==> images/pinout.png <==
Pins as bars across the die edge, other pins in gray.
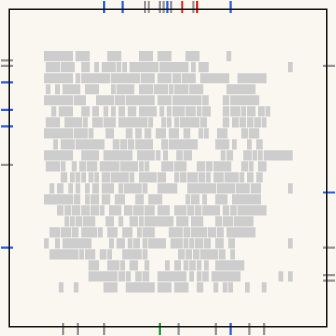
==> images/gates.png <==
The bar under the picture is 20 µm long.
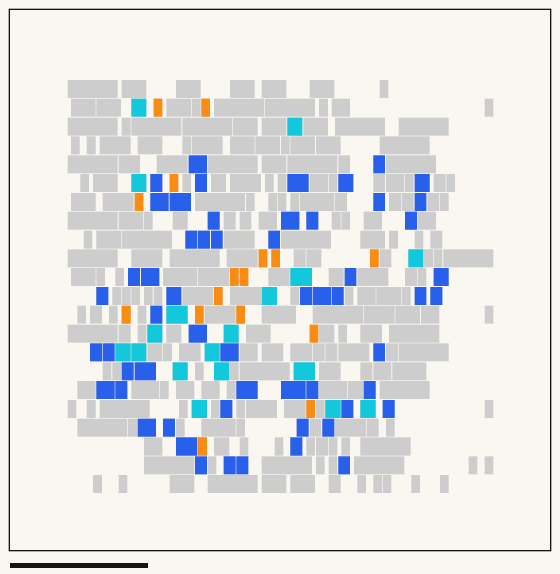
==> config.mk <==
export PLATFORM = sky130hd
export DESIGN_NAME = arrow_menu_ctrl
export DESIGN_NICKNAME = d
export VERILOG_FILES = /design/src/rtl/arrow_menu_ctrl.sv
export SDC_FILE = /design/constraint.sdc
export NUM_CORES = 1
export LEC_CHECK = 0
export ABC_CLOCK_PERIOD_IN_PS = 7400
export CORE_MARGIN = 8
export CORE_UTILIZATION = 59
export DETAILED_ROUTE_END_ITERATION = 10
export PLACE_DENSITY = 0.85
export SYNTH_ARGS = -nofsm -noshare
export SYNTH_HDL_FRONTEND = slang
export SYNTH_SLANG_ARGS = --single-unit
export TNS_END_PERCENT = 10
==> constraint.sdc <==
create_clock -name clk -period 7.4 [get_ports clk]
set_input_delay 1.48 -clock clk [delete_from_list [all_inputs] [get_ports clk]]
set_output_delay 1.48 -clock clk [all_outputs]
set_load 0.01 [all_outputs]
==> run notes <==
* **routed wire length on met2** 2.31 mm
* **sum of net half-perimeters after detailed placement** 3.32 mm
* **largest area contributor in the netlist** sky130_fd_sc_hd__dfxtp_1
* **I/O pins** 33
* **Sequential cell area** 661 µm²
* **Tot GR Track Use** 15.8%
* **floorplan-stage core utilization** 61.6%
* **setup violators final** 0
* **clock network area share** 3.68%
* **CTS tree** yes
* **kind of start point of the critical path** primary input
* **GRT overflow** 0
* **worst-case clock buffer depth** 2
* **wirelength, routed** 4.64 mm
* **Antenna diodes** 0
* **layout cells sized above 1** 5.77%
* **worst supply voltage drop on vdd** 0.114 mV
* **number of fill cells** 317
* **placed cell count** 352
* **setup TNS after final layout** 0 ns
* **Post-Synthesis Mean Instance Area** 7.55 µm²
* **post-CTS sizing** 0
* **Final nets** 334
* **AND-OR/OR-AND Cells, Area Fraction** 16.7%
* **WL per Instance** 12.9 µm
* **kind of critical path** in -> reg
* **status** completed
* **Area growth syn-to-layout** 9.25%
* **leading register cell type out of synthesis** sky130_fd_sc_hd__dfxtp_1
* **type of destination of the critical path** register
* **final antenna-violating net count** 0
* **Metal-1 WL** 2.08 mm
* **Yosys top cell area share** 29.1%
* **chain of cells forming the critical path** clkdlybuf4s50_1 -> and3_1 -> a221oi_1 -> and2_1 -> or3_1 -> ha_1 -> nand2_1 -> o31ai_1 -> nor3_2 -> mux2i_1 -> nor2_1
* **number of setup buffers added after CTS** 0
* **first-pass GRT wire length** 8.16 mm
* **most area-hungry cell class in the final design** multi-input combinational cells
* **Non-clock inverters** 16
* **Max-Cap Viols** 0
* **highest fanout seen on the critical path** 26
* **post-layout minimum cycle time** 5.06 ns
* **transition at the pin with the smallest max-transition slack** 1.15 ns
* **worst reg2reg setup slack** 3.46 ns
* **worst min-delay path class** reg -> reg
* **Top Usage Layer GRT** met2
* **flop count** 33
* **clock network fraction of total power** 28.4%
* **Post-Synth Adder-Cell Area** 8.81%
* **dominant combinational cell family by area after synthesis** simple AND/OR/NAND/NOR gates
* **cell count along the critical path** 11
* **Hold-fix buffers, CTS** 0
* **fraction of met1 tracks used by global routing** 17.6%
* **unrepaired setup endpoints after global routing** false
* **group with the largest share of power** sequential cells
* **Max Clock Skew** 0.00426 ns
* **global routing met2 resource utilization** 27.1%
* **num rows** 22
* **combined area of all synthesized cells** 2270 µm²
* **post-route fraction of the period consumed by the critical path** 68.4%
* **Worst Hold Slack** 0.489 ns
* **combinational power** 0.144 mW
* **relative slew slack** 22.4%
* **Yosys Instances** 301
* **multiplexer share of the synthesized area** 4.52%
* **tap cells** 48
* **detailed-router iteration count before antenna repair** 4
* **Top Family by Delay on Critical Path** simple AND/OR/NAND/NOR gates
* **Max Transition Viols Final** 0
* **Comb pwr share** 29.3%
* **r2r worst-path depth** 12
* **Switching Fraction** 35.4%
* **switching power total** 0.174 mW
* **top area cells in the synthesized netlist** sky130_fd_sc_hd__dfxtp_1 (29%), sky130_fd_sc_hd__ha_1 (8.8%), sky130_fd_sc_hd__nand2_1 (5.8%), sky130_fd_sc_hd__nor2_1 (5.3%), sky130_fd_sc_hd__buf_4 (5.0%)
* **count of buffer and inverter cells on the critical path** 1
* **stage-log warning count** 34
* **area enclosed by the die boundary** 6090 µm²
* **slowest CP cell** sky130_fd_sc_hd__clkdlybuf4s50_1
* **and+or+nand+nor area frac** 29.1%
* **hold path cells** 1
* **count of mapped cells out of synthesis** 301
* **H-tree Lvls** 2
* **pwr dens** 198 nW/µm²
* **most frequent logic cells in the routed design** sky130_fd_sc_hd__nand2_1 (35), sky130_fd_sc_hd__dfxtp_1 (33), sky130_fd_sc_hd__nor2_1 (32), sky130_fd_sc_hd__a21oi_1 (21), sky130_fd_sc_hd__clkdlybuf4s50_1 (18)
* **average vias per placed instance** 5.57
* **leakage power figure** 1.05 nW
* **pin count of the biggest net entering global routing** 34
* **critical path arrival** 5.23 ns
* **number of global-route vias before repair** 1890
* **final standard cell area without fillers** 2480 µm²
* **Largest register FFs** 12
* **XOR-XNOR Cells, Area Fraction** 1.16%
* **ys async rst share** 0%
* **count of unresolved DRC violations after routing** 0
* **total via count in the routed design** 2004
* **initial drt markers** 147
* **Buffers on Ports** 18
* **CTS Root Buffer Type** sky130_fd_sc_hd__clkbuf_8
* **non-clock buffer share of cell area** 7.56%
* **share of the core filled with cells** 67.3%
* **multi-input gate count** 236
* **yosys warning tally** 0
* **TritonCTS Sinks** 33
* **Achievable Freq** 198 MHz
* **Clk power** 0.140 mW
* **Post-Place Cell Area** 2390 µm²
* **hold violation count in the final report** 0
* **initial antenna violation count** 0
* **# clk buffers** 5
* **synthesis area per yosys** 2270 µm²
* **MI comb area** 1420 µm²
* **Internal Pwr Total** 0.318 mW
* **count of cell types in the netlist** 50
* **Global Route met3 Usage** 5.24%
* **sequential cell area fraction in the yosys report** 29.1%
* **proportion of cell area occupied by registers** 26.6%
* **highest metal layer with signal wires** met4
* **RD Place Congestion** 0.803
* **bufs w/o clock** 19
* **number of enable-type register cells in the synthesized netlist** 0
* **power in sequential cells** 0.208 mW
* **Synthesized registers** 33
* **TritonCTS Buffers** 5
* **routed wire length on met3** 189 µm
* **clock insertion delay at the later pin of the skew report** 0.29 ns
* **Core Box Area** 3690 µm²
* **clk slew on worst S/H paths** 0.07 ns
* **CP max stage delay** 0.97 ns
* **share of total power in sequential cells** 42.3%
* **data required time at the worst endpoint** 7.57 ns
-- pinout.png (at the start) --
legend:
  red:
    port: `sel_index`
    pins: 2
    direction: output
    edge: north
  green:
    port: `frame_tick`
    pins: 1
    direction: input
    edge: south
  blue:
    port: `pos_y`
    pins: 10
    direction: output
    edge: 4 north, 4 west, 1 east, 1 south
all pins by edge: 12 north, 9 south, 7 west, 5 east
floorplan die width: 78.1 µm
height of the die: 78.1 µm

-- gates.png (at the start) --
legend:
  blue:
    family: aoi and oai cells
    cells: 57
    most_used: a21oi_1
  orange:
    family: inv cells
    cells: 16
    most_used: inv_1
  cyan:
    family: and/or cells
    cells: 18
    most_used: and3_1
multi-input combinational area share: 57.3%
Commonest Layout Cell: sky130_fd_sc_hd__nand2_1
Cell Count, Final, Fillers Out: 360

[metrics by stage]
| step | worst slack [ns] | power, mW |
|---|---|---|
| finish | 2.34 | 0.492 |
| global route | 2.08 | 0.526 |
| CTS | 2.39 | 0.494 |
| detailed placement | 2.14 | 0.355 |
| global placement | 2.20 | 0.350 |
| floorplan | 3.38 | 0.324 |
[Yosys cell counts, drive strengths merged, types with 3 or more instances]
library cell / n
buf: 20
nand4b: 3
ha: 16
nand3: 11
a211oi: 3
a21oi: 21
nor3: 13
inv: 16
dfxtp: 33
nor2: 33
and3: 7
a31oi: 4
nor3b: 5
nand2: 35
or3b: 3
mux2i: 8
a22oi: 4
o21ai: 17
nor2b: 5
nand3b: 4
clkbuf: 8
and2: 4
No activity file was given, so power comes from the tool's default toggle rates.
